$ cat src/rtl/pipe_pkg.sv
// Shared types and constants for the pipeline hazard/forwarding controller.
// Used by hazard_fwd_ctrl (optional stats via HAZARD_STATS_EN) and fwd_sel.
package pipe_pkg;

  // ALU operand source encodings
  localparam logic [1:0] FWD_REG = 2'b00;
  localparam logic [1:0] FWD_MEM = 2'b10;
  localparam logic [1:0] FWD_WB  = 2'b01;

  // Shadow addresses are held at this width; narrower register files zero-extend.
  localparam int REG_AW_MAX = 8;
  typedef logic [REG_AW_MAX-1:0] reg_addr_t;

  localparam reg_addr_t REG_ZERO = '0;

  // Writer view of a pipeline slot (all that MEM and WB need)
  typedef struct packed {
    logic      v;
    reg_addr_t dst;
    logic      rw;
  } slot_t;

  // EX slot adds its source operands and the load flag
  typedef struct packed {
    slot_t     w;
    reg_addr_t rs;
    reg_addr_t rt;
    logic      mr;
  } ex_slot_t;

  // A slot produces a forwardable result only for a live, non-zero destination
  function automatic logic slot_writes(slot_t s);
    return s.v & s.rw & (s.dst != REG_ZERO);
  endfunction

endpackage

$ cat src/rtl/hazard_fwd_ctrl_fwd_sel.sv
// fwd_sel: single-operand forwarding selector. MEM result beats WB result.
import pipe_pkg::*;

module fwd_sel (
  input  reg_addr_t   src,
  input  logic        mem_wr,
  input  reg_addr_t   mem_dst,
  input  logic        wb_wr,
  input  reg_addr_t   wb_dst,
  output logic [1:0]  sel
);

  // Youngest matching producer wins
  always_comb begin
    sel = FWD_REG;
    if (mem_wr && (mem_dst == src))     sel = FWD_MEM;
    else if (wb_wr && (wb_dst == src))  sel = FWD_WB;
  end

endmodule

$ cat src/rtl/hazard_fwd_ctrl.sv
// hazard_fwd_ctrl: load-use stall, EX operand forwarding and taken-branch flush
// for the 5-stage pipeline, tracked with a private EX/MEM/WB shadow pipeline.
// Define HAZARD_STATS_EN to build the stall/flush statistics counters.
import pipe_pkg::*;

module hazard_fwd_ctrl #(
  parameter int REG_AW = 5,   // must not exceed REG_AW_MAX
  parameter int CNT_W  = 32
) (
  input  logic              clk_i,
  input  logic              rst_i,
  input  logic              start_i,
  input  logic [REG_AW-1:0] id_rs_i,
  input  logic [REG_AW-1:0] id_rt_i,
  input  logic              id_use_rs_i,
  input  logic              id_use_rt_i,
  input  logic [REG_AW-1:0] id_dst_i,
  input  logic              id_regwrite_i,
  input  logic              id_memread_i,
  input  logic              br_taken_i,
  output logic              pc_write_o,
  output logic              ifid_write_o,
  output logic              ctrl_bubble_o,
  output logic              flush_o,
  output logic [1:0]        fwd_a_o,
  output logic [1:0]        fwd_b_o,
  output logic [CNT_W-1:0]  stall_cnt_o,
  output logic [CNT_W-1:0]  flush_cnt_o
);

  ex_slot_t  ex_q;
  slot_t     mem_q, wb_q;
  reg_addr_t id_rs, id_rt, id_dst;
  ex_slot_t  id_slot;
  logic      stall_raw, stall_eff;

  assign id_rs  = reg_addr_t'(id_rs_i);
  assign id_rt  = reg_addr_t'(id_rt_i);
  assign id_dst = reg_addr_t'(id_dst_i);

  // Instruction currently in ID, as it would enter EX
  always_comb begin
    id_slot      = '0;
    id_slot.w.v  = 1'b1;
    id_slot.w.dst = id_dst;
    id_slot.w.rw = id_regwrite_i;
    id_slot.rs   = id_rs;
    id_slot.rt   = id_rt;
    id_slot.mr   = id_memread_i;
  end

  // Load in EX whose result the ID instruction needs; a taken branch overrides it
  always_comb begin
    stall_raw = ex_q.w.v & ex_q.mr & (ex_q.w.dst != REG_ZERO) &
                ((id_use_rs_i & (id_rs == ex_q.w.dst)) |
                 (id_use_rt_i & (id_rt == ex_q.w.dst)));
    stall_eff = stall_raw & ~br_taken_i;
  end

  // Pipeline control; a frozen pipeline loads nothing and flushes nothing
  always_comb begin
    pc_write_o    = 1'b0;
    ifid_write_o  = 1'b0;
    ctrl_bubble_o = 1'b0;
    flush_o       = 1'b0;
    if (start_i) begin
      pc_write_o    = ~stall_eff;
      ifid_write_o  = ~stall_eff;
      ctrl_bubble_o = stall_eff;
      flush_o       = br_taken_i;
    end
  end

  // Shadow pipeline: bubbles and squashed slots are fully cleared so they
  // can never match a later operand
  always_ff @(posedge clk_i or negedge rst_i) begin
    if (!rst_i) begin
      ex_q  <= '0;
      mem_q <= '0;
      wb_q  <= '0;
    end else if (start_i) begin
      if (br_taken_i || stall_eff) ex_q <= '0;
      else                         ex_q <= id_slot;
      if (br_taken_i) mem_q <= '0;
      else            mem_q <= ex_q.w;
      // The branch itself retires into WB but never writes
      wb_q.v   <= mem_q.v;
      wb_q.dst <= mem_q.dst;
      wb_q.rw  <= mem_q.rw & ~br_taken_i;
    end
  end

  logic mem_wr, wb_wr;
  assign mem_wr = slot_writes(mem_q);
  assign wb_wr  = slot_writes(wb_q);

  fwd_sel u_fwd_a (
    .src     (ex_q.rs),
    .mem_wr  (mem_wr),
    .mem_dst (mem_q.dst),
    .wb_wr   (wb_wr),
    .wb_dst  (wb_q.dst),
    .sel     (fwd_a_o)
  );

  fwd_sel u_fwd_b (
    .src     (ex_q.rt),
    .mem_wr  (mem_wr),
    .mem_dst (mem_q.dst),
    .wb_wr   (wb_wr),
    .wb_dst  (wb_q.dst),
    .sel     (fwd_b_o)
  );

`ifdef HAZARD_STATS_EN
  logic [CNT_W-1:0] stall_cnt_q, flush_cnt_q;

  // Count effective stalls and flushes on advancing cycles; wrap naturally
  always_ff @(posedge clk_i or negedge rst_i) begin
    if (!rst_i) begin
      stall_cnt_q <= '0;
      flush_cnt_q <= '0;
    end else if (start_i) begin
      if (stall_eff)  stall_cnt_q <= stall_cnt_q + 1'b1;
      if (br_taken_i) flush_cnt_q <= flush_cnt_q + 1'b1;
    end
  end

  assign stall_cnt_o = stall_cnt_q;
  assign flush_cnt_o = flush_cnt_q;
`else
  assign stall_cnt_o = '0;
  assign flush_cnt_o = '0;
`endif

endmodule

$ cat config.mk
export PLATFORM = sky130hd
export DESIGN_NAME = hazard_fwd_ctrl
export DESIGN_NICKNAME = d
export VERILOG_FILES = /design/src/rtl/pipe_pkg.sv /design/src/rtl/hazard_fwd_ctrl_fwd_sel.sv /design/src/rtl/hazard_fwd_ctrl.sv
export SDC_FILE = /design/constraint.sdc
export NUM_CORES = 1
export LEC_CHECK = 0
export CAP_MARGIN = 0
export CELL_PAD_IN_SITES_DETAIL_PLACEMENT = 1
export CELL_PAD_IN_SITES_GLOBAL_PLACEMENT = 2
export CORE_MARGIN = 3
export CORE_UTILIZATION = 26
export CTS_BUF_LIST = sky130_fd_sc_hd__clkbuf_8
export DETAILED_ROUTE_END_ITERATION = 6
export HOLD_SLACK_MARGIN = 0.15
export PLACE_DENSITY_LB_ADDON = 0.1
export SETUP_SLACK_MARGIN = 0.2
export SLEW_MARGIN = 20
export SYNTH_ARGS = -nofsm -noshare
export SYNTH_HDL_FRONTEND = slang
export SYNTH_SLANG_ARGS = --single-unit
$ cat constraint.sdc
create_clock -name clk_i -period 2.65 [get_ports clk_i]
set_clock_uncertainty 0.2 [all_clocks]
set_input_delay 0.53 -clock clk_i [delete_from_list [all_inputs] [get_ports clk_i]]
set_output_delay 0.53 -clock clk_i [all_outputs]
set_load 0.05 [all_outputs]
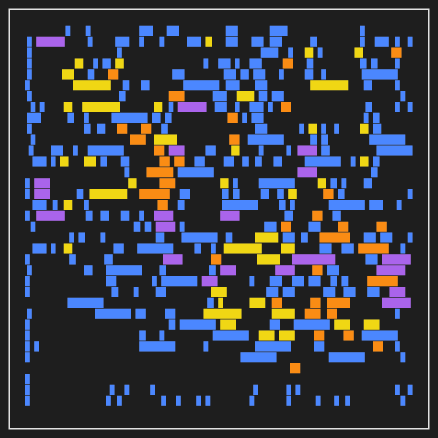
*Cell sizes after repair, run 1*
Drawn at 4 px/um.
drive 3 to 4 -> orange  # cells 36, share 10%
drive 2 -> yellow  # cells 40, share 11%
drive 1 or less -> blue  # cells 257, share 73%
drive 6 and up -> purple  # cells 20, share 5.7%

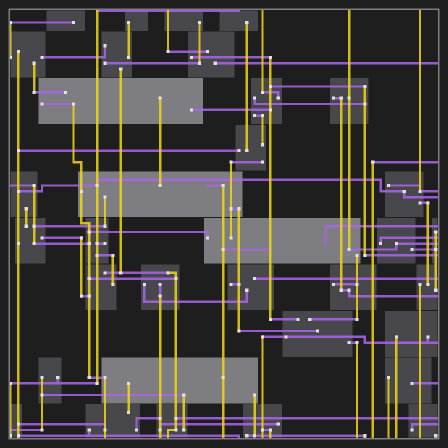
*Zoomed window, run 1*
Region (14, 66) to (39, 91) um. Cells in gray, sequential cells in the stronger gray; small squares are vias.
met2 -> yellow
met1 -> purple
cells with their middle in the window = 28
most frequent = buf_4 (5), nor2b_1 (4), a21oi_1 (4)
netlist names of flops here include = ex_q (4)
sequential cells in the window = 4

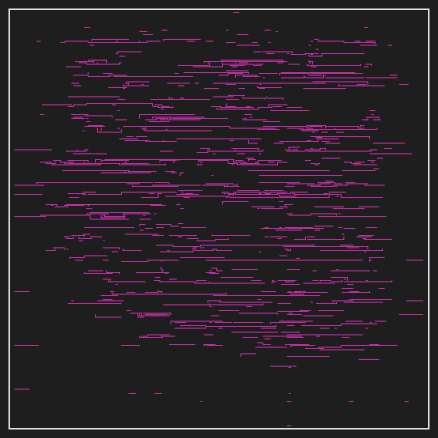
*M1 wires, run 1*
Drawn at 4 px/um.
share of all routed wire = 45%
nets with wire on the layer = 289
main direction = horizontal
Vias: 1971
routed wire length: 6.88 mm
M1 GR Usage: 0.163

==> flow_metrics.py, run 1 <==
# Physical implementation metrics
metrics = {
    "power": {
        "pwr-share-comb": 0.360,
        "p_clk_frac": 0.296,
        "p_seq_mw": 0.616,
        "power.leakage_nw": 1.46,
        "power.internal_mw": 1.11,
        "p_seq_frac": 0.344,
        "clock_power_mw": 0.531,
        "sw_frac_of_total": 0.382,
        "pg_comb_mw": 0.644,
        "p_sw_mw": 0.684,
    },
    "outcome": {
        "status": "finished clean",
    },
    "setup_path": {
        "reg2reg_to": "ex_q[26]",
        "cp_num_buf_inv": 2,
        "path_cells": "buf_4, xor2_1, or4_4, nor4_4, buf_12",
        "cp-end-kind": "output port",
        "critPathKind": "flip-flop to output port",
        "r2r_slack_ps": 620,
        "slowest_delay_ps": 540,
        "worstPathArrival_ps": 1870,
        "crit_family": "simple AND/OR/NAND/NOR gates",
        "reg2reg_depth": 6,
        "cp-start-kind": "flip-flop",
        "worstPathRequired_ps": 1920,
        "cp_slowest_cell": "or4_4",
        "worstSetupStartpoint": "wb_q[5]",
    },
    "synth": {
        "edf_count": 0,
        "async_reset_ff_frac": 1.00,
        "mux_share": 0.0268,
        "synthCells": 302,
        "top_area_frac": 0.317,
        "aoi_share": 0.113,
        "ys_seq_share": 0.317,
        "ys_cells": 302,
        "adder_share": 0,
        "synth.distinct_cells": 35,
        "top_logic_kind": "buffers and inverters",
    },
    "timing": {
        "drv_slew": 0,
        "period_used_share": 0.980,
        "timing.hold.ws_ps": 312,
        "timing.setup.tns_ps": 0,
        "hold_viol_final": 0,
        "setup_violations": 0,
        "postLayoutSetupSlackWorst_ps": 52.5,
    },
    "floorplan": {
        "pin_count": 95,
        "die_w_um": 104,
        "rows": 35,
        "tap-cell-count": 129,
        "die_h_um": 104,
    },
    "layout": {
        "num-multi-input-gates": 244,
        "clkCellAreaFrac": 0.0393,
        "final_nets": 375,
        "drive_above_1_share": 0.272,
        "seq_share": 0.251,
        "largest_class": "multi-input combinational cells",
        "regArea_um2": 808,
        "stdcell_area_mm2": 0.00322,
        "lay_top_cells": "conb_1 (64), dfrtp_1 (26), buf_4 (26)",
        "lay_top_count": "conb_1",
        "area_delta_synth_final_pct": 27.5,
        "clkbuf_count": 7,
        "top_register": "ex_q",
        "numSequentialCells": 32,
    },
    "routing": {
        "routed.top_layer": "met4",
        "detail-route-antenna-nets": 0,
        "firstDrtPassIters": 4,
        "wl_met1_mm": 3.10,
        "met3WireLength_um": 328,
        "drc": 0,
        "avgViaCountPerCell": 4.09,
    },
    "global_routing": {
        "gr-total-overflow": 0,
        "grt_pass1_wl_mm": 10.9,
        "grt.total_usage": 0.126,
        "antenna_found_initial": 0,
        "grtUsageMet3": 0.0199,
        "grt_pass1_vias": 1975,
    },
    "run": {
        "max_cap_viol_count": 0,
        "warnings": 29,
    },
    "worst_hold_path": {
        "min_path_type": "flip-flop to flip-flop",
        "min_from": "mem_q[0]",
        "hold_depth": 2,
    },
    "clock_network": {
        "postCtsSetupBuffers": 13,
        "cts.htree.levels": 2,
        "clock.latency.late_pin_ps": 280,
        "clk_pin_slew_ps": 70,
        "cts.sinks": 32,
    },
    "place": {
        "placed_cell_area_mm2": 0.00290,
        "pre_cts_ws_ps": -186,
    },
}
### Congestion heat map, run 1

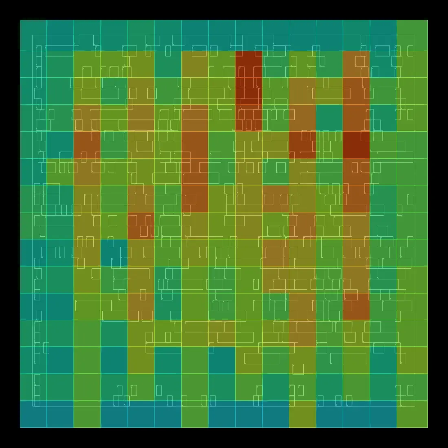

## Run 2: what changed since run 1
==> constraint.sdc (replaced) <==
create_clock -name clk_i -period 2.5 [get_ports clk_i]
set_clock_uncertainty 0.2 [all_clocks]
set_input_delay 0.5 -clock clk_i [delete_from_list [all_inputs] [get_ports clk_i]]
set_output_delay 0.5 -clock clk_i [all_outputs]
set_load 0.05 [all_outputs]
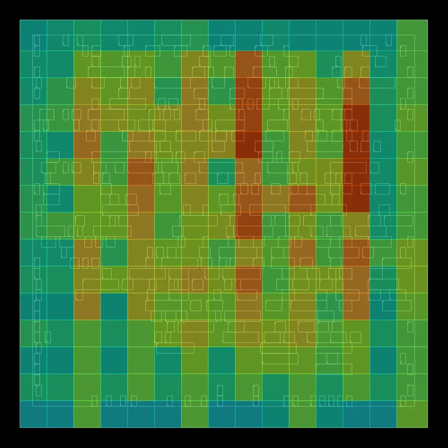
*Congestion heat map, run 2*
fin util: 0.349
M1 GR Usage: 0.159
GR Util All Layers: 0.124
M2 GR Usage: 0.211
gr busiest metal: met2

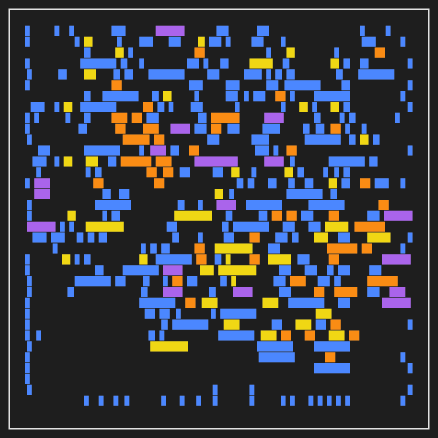
*Cell sizes after repair, run 2*
Drawn at 4 px/um.
drive 3 to 4 -> orange  # cells 46, share 13%
drive 1 or less -> blue  # cells 256, share 71%
drive 2 -> yellow  # cells 40, share 11%
drive 6 and up -> purple  # cells 17, share 4.7%

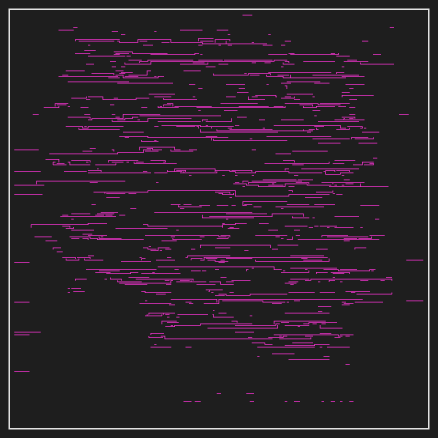
*M1 wires, run 2*
Drawn at 4 px/um.
share of all routed wire = 45%
nets with wire on the layer = 314
Vias: 1982
routed wire length: 6.70 mm

==> flow_metrics.py, run 2 <==
# Physical implementation metrics
metrics = {
    "floorplan": {
        "pin_count": 95,
        "tap-cell-count": 129,
        "die_h_um": 104,
        "rows": 35,
    },
    "setup_path": {
        "crit_family": "simple AND/OR/NAND/NOR gates",
        "worstSetupStartpoint": "wb_q[5]",
        "cp-start-kind": "flip-flop",
        "worstPathRequired_ps": 1800,
        "cp_slowest_cell": "or4_4",
        "cp_num_buf_inv": 2,
        "r2r_slack_ps": 390,
        "reg2reg_to": "ex_q[26]",
        "critPathKind": "flip-flop to output port",
        "worstPathArrival_ps": 1850,
        "path_cells": "buf_4, xor2_1, or4_4, nor4_4, buf_12",
        "slowest_delay_ps": 530,
        "cp-end-kind": "output port",
        "reg2reg_depth": 7,
    },
    "worst_hold_path": {
        "min_from": "wb_q[9]",
        "hold_depth": 1,
        "min_path_type": "flip-flop to flip-flop",
    },
    "layout": {
        "regArea_um2": 807,
        "clkCellAreaFrac": 0.0388,
        "stdcell_area_mm2": 0.00326,
        "area_delta_synth_final_pct": 29.1,
        "reg_top3": "ex_q x18, mem_q x7, wb_q x7",
        "diodes": 0,
        "largest_class": "multi-input combinational cells",
        "numSequentialCells": 32,
        "layout.area.comb_mm2": 0.00151,
        "seq_share": 0.248,
        "num-multi-input-gates": 244,
        "final_nets": 381,
        "drive_above_1_share": 0.287,
        "buf_share": 0.191,
        "clkbuf_count": 7,
        "lay_top_count": "conb_1",
        "top_register": "ex_q",
        "lay_top_cells": "conb_1 (64), buf_4 (35), dfrtp_1 (27)",
    },
    "synth": {
        "top_logic_kind": "buffers and inverters",
        "synthCells": 302,
        "aoi_share": 0.113,
        "async_reset_ff_frac": 1.00,
        "adder_share": 0,
        "mux_share": 0.0268,
        "top_area_frac": 0.317,
        "ys_seq_share": 0.317,
        "simple_gate_area_frac": 0.203,
        "ys_cells": 302,
        "edf_count": 0,
        "synth.distinct_cells": 35,
    },
    "power": {
        "power.leakage_nw": 1.49,
        "clock_power_mw": 0.556,
        "p_seq_mw": 0.647,
        "pwr-share-comb": 0.367,
        "p_clk_frac": 0.292,
        "p_seq_frac": 0.340,
        "p_sw_mw": 0.721,
        "power.internal_mw": 1.18,
        "sw_frac_of_total": 0.379,
        "pg_comb_mw": 0.698,
    },
    "routing": {
        "met3WireLength_um": 311,
        "drc": 0,
        "firstDrtPassIters": 3,
        "routed.top_layer": "met4",
        "wl_met1_mm": 2.98,
        "avgViaCountPerCell": 4.06,
        "met2WireLength_mm": 3.33,
        "drt_iter0_markers": 45,
        "detail-route-antenna-nets": 0,
    },
    "clock_network": {
        "cts.htree.levels": 2,
        "clk_pin_slew_ps": 70,
        "postCtsSetupBuffers": 8,
        "cts.sinks": 32,
        "clock.latency.late_pin_ps": 290,
    },
    "timing": {
        "postLayoutSetupSlackWorst_ps": -46.0,
        "setup_violations": 6,
        "period_used_share": 1.02,
        "drv_slew": 0,
        "timing.hold.ws_ps": 317,
        "timing.setup.tns_ps": -155,
        "hold_viol_final": 0,
    },
    "run": {
        "max_cap_viol_count": 0,
        "warnings": 29,
    },
    "global_routing": {
        "grt_pass1_vias": 2010,
        "antenna_found_initial": 0,
        "grtUsageMet3": 0.0230,
        "gr-total-overflow": 0,
        "grt_pass1_wl_mm": 10.7,
    },
    "outcome": {
        "status": "complete, but fails checks",
        "failed_checks": "negative setup slack",
    },
    "place": {
        "placed_cell_area_mm2": 0.00294,
        "pre_cts_ws_ps": -196,
    },
}
### Cells colored by class, run 2

Drawn at 4 px/um.
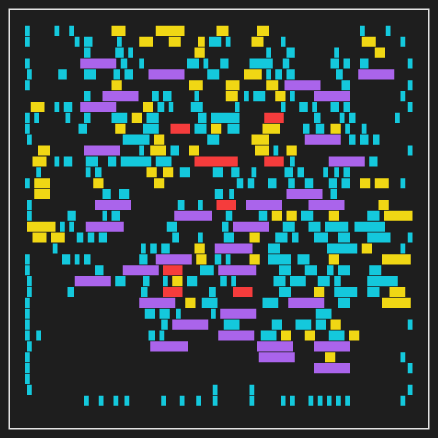

## Run 3: what changed since run 2
--- a/config.mk
+++ b/config.mk
@@ -12,10 +12,10 @@
 export CORE_UTILIZATION = 26
 export CTS_BUF_LIST = sky130_fd_sc_hd__clkbuf_8
 export DETAILED_ROUTE_END_ITERATION = 6
-export HOLD_SLACK_MARGIN = 0.15
 export PLACE_DENSITY_LB_ADDON = 0.1
 export SETUP_SLACK_MARGIN = 0.2
 export SLEW_MARGIN = 20
 export SYNTH_ARGS = -nofsm -noshare
 export SYNTH_HDL_FRONTEND = slang
+export SYNTH_HIERARCHICAL = 1
 export SYNTH_SLANG_ARGS = --single-unit
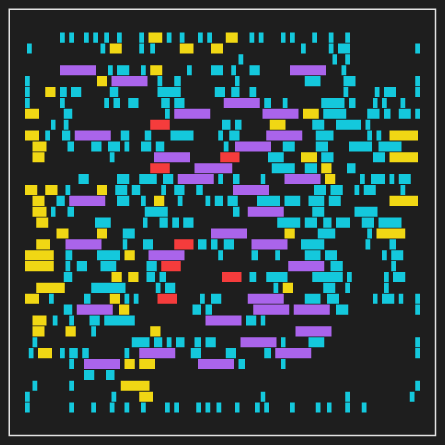
*Cells colored by class, run 3*
Drawn at 4 px/um.
flip-flops -> purple  # cells 32
all other logic -> cyan  # cells 279
other buffers and delay cells -> yellow  # cells 51
clock drivers and dummy loads -> red  # cells 7
sequential cell area share: 0.238
Row Count: 35
fin util: 0.355
post-route cell area: 0.00337 mm2
core footprint: 0.00950 mm2

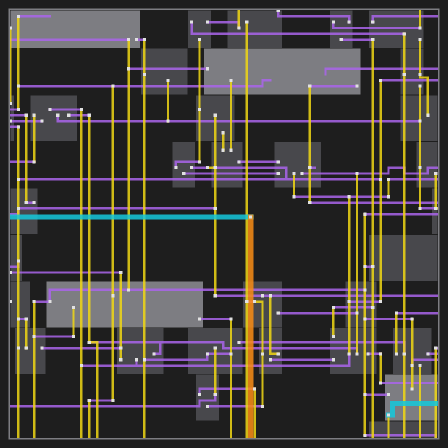
*Zoomed window, run 3*
Region (14, 67) to (39, 92) um. Cells in gray, sequential cells in the stronger gray; small squares are vias.
met3 -> cyan
met4 -> orange
met1 -> purple
met2 -> yellow
netlist names of flops here include = ex_q (3)
most frequent = or2_2 (5), nand2_1 (4), a22oi_1 (4)
cells with their middle in the window = 28
sequential cells in the window = 3

==> flow_metrics.py, run 3 <==
# Physical implementation metrics
metrics = {
    "outcome": {
        "status": "complete, but fails checks",
        "failed_checks": "negative setup slack",
    },
    "setup_path": {
        "worstPathRequired_ps": 1800,
        "cp_num_buf_inv": 1,
        "crit_family": "simple AND/OR/NAND/NOR gates",
        "r2r_slack_ps": 400,
        "worstSetupStartpoint": "ex_q[21]",
        "worstPathArrival_ps": 1860,
        "path_cells": "or4_4, o211ai_4, nor2_4, a21oi_4, buf_12",
        "reg2reg_depth": 6,
        "cp-start-kind": "flip-flop",
        "cp-end-kind": "output port",
        "cp_slowest_cell": "or4_4",
        "worstSetupEndpoint": "ifid_write_o",
        "reg2reg_to": "ex_q[26]",
        "critPathKind": "flip-flop to output port",
        "slowest_delay_ps": 550,
    },
    "global_routing": {
        "grt_pass1_wl_mm": 10.6,
        "antenna_found_initial": 0,
        "grt.total_usage": 0.120,
        "met2_usage": 0.211,
        "grt_pass1_vias": 2026,
        "busiest_layer": "met2",
        "gr-total-overflow": 0,
    },
    "timing": {
        "timing.setup.tns_ps": -115,
        "timing.hold.ws_ps": 318,
        "setup_violations": 3,
        "hold_viol_final": 0,
        "drv_slew": 0,
        "postLayoutSetupSlackWorst_ps": -57.3,
        "period_used_share": 1.02,
        "rsz0062_at_grt": "true",
    },
    "power": {
        "finalPower_mw": 1.81,
        "p_clk_frac": 0.245,
        "clock_power_mw": 0.444,
        "sw_frac_of_total": 0.404,
        "p_sw_mw": 0.732,
        "pg_comb_mw": 0.705,
        "power.leakage_nw": 1.48,
        "p_seq_frac": 0.365,
        "p_seq_mw": 0.660,
        "pwr-share-comb": 0.390,
        "power.internal_mw": 1.08,
    },
    "clock_network": {
        "clock.latency.late_pin_ps": 290,
        "cts_tree": "built",
        "cts-resized-gates": 26,
        "cts.sinks": 32,
        "postCtsSetupBuffers": 5,
        "cts_inserted_buffers": 5,
        "clk_pin_slew_ps": 70,
        "cts.htree.levels": 2,
        "clockBufferDepth": 2,
    },
    "run": {
        "warnings": 29,
        "max_cap_viol_count": 0,
    },
    "floorplan": {
        "pin_count": 95,
        "tap-cell-count": 129,
        "die_w_um": 106,
        "die_h_um": 106,
    },
    "synth": {
        "simple_gate_area_frac": 0.181,
        "xor_share": 0.141,
        "async_reset_ff_frac": 1.00,
        "aoi_share": 0.119,
        "ys_seq_share": 0.307,
        "yosysMostFrequentCell": "buf_4",
        "top_area_frac": 0.307,
        "mux_share": 0.0259,
        "edf_count": 0,
        "ys_cells": 304,
        "area_leaders": "dfrtp_1 (31%), buf_4 (19%), xnor2_1 (11%), a22oi_1 (4.9%), or2_2 (4.1%)",
        "synthCells": 304,
        "synth.distinct_cells": 35,
        "top_logic_kind": "buffers and inverters",
        "ys_ff": 32,
        "adder_share": 0,
    },
    "layout": {
        "largest_class": "multi-input combinational cells",
        "lay_top_cells": "conb_1 (88), dfrtp_1 (31), xnor2_1 (26)",
        "reg_top3": "ex_q x18, mem_q x7, wb_q x7",
        "final_nets": 392,
        "layout.area.comb_mm2": 0.00174,
        "regArea_um2": 802,
        "numSequentialCells": 32,
        "drive_above_1_share": 0.241,
        "top_register": "ex_q",
        "clkbuf_count": 7,
        "clkCellAreaFrac": 0.0286,
        "buf_share": 0.160,
        "lay_top_count": "conb_1",
        "area_delta_synth_final_pct": 29.2,
        "num-multi-input-gates": 271,
        "diodes": 0,
    },
    "routing": {
        "wl_met1_mm": 2.88,
        "vias": 2010,
        "drt-total-wl_mm": 6.73,
        "firstDrtPassIters": 4,
        "routed.top_layer": "met4",
        "met3WireLength_um": 244,
        "avgViaCountPerCell": 4.04,
        "met2WireLength_mm": 3.55,
        "detail-route-antenna-nets": 0,
        "drt_iter0_markers": 42,
        "drc": 0,
    },
    "place": {
        "placed_cell_area_mm2": 0.00311,
        "finalWeightedCongestion": 0.672,
        "pre_cts_ws_ps": -259,
    },
    "worst_hold_path": {
        "hold_depth": 1,
        "min_path_type": "flip-flop to flip-flop",
        "min_from": "mem_q[9]",
    },
}
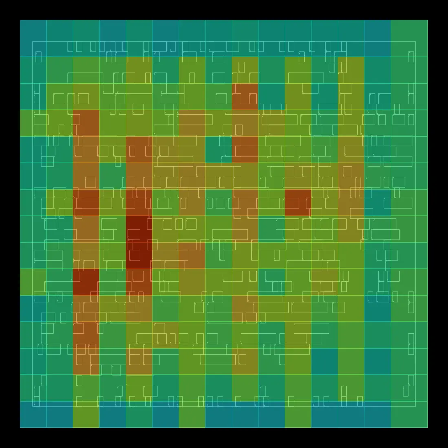
*Congestion heat map, run 3*
wire per inst: 13.5 um
met3 capacity usage during global routing: 0.0176
M1 GR Usage: 0.152

Power is estimated from default activity; no workload was simulated.
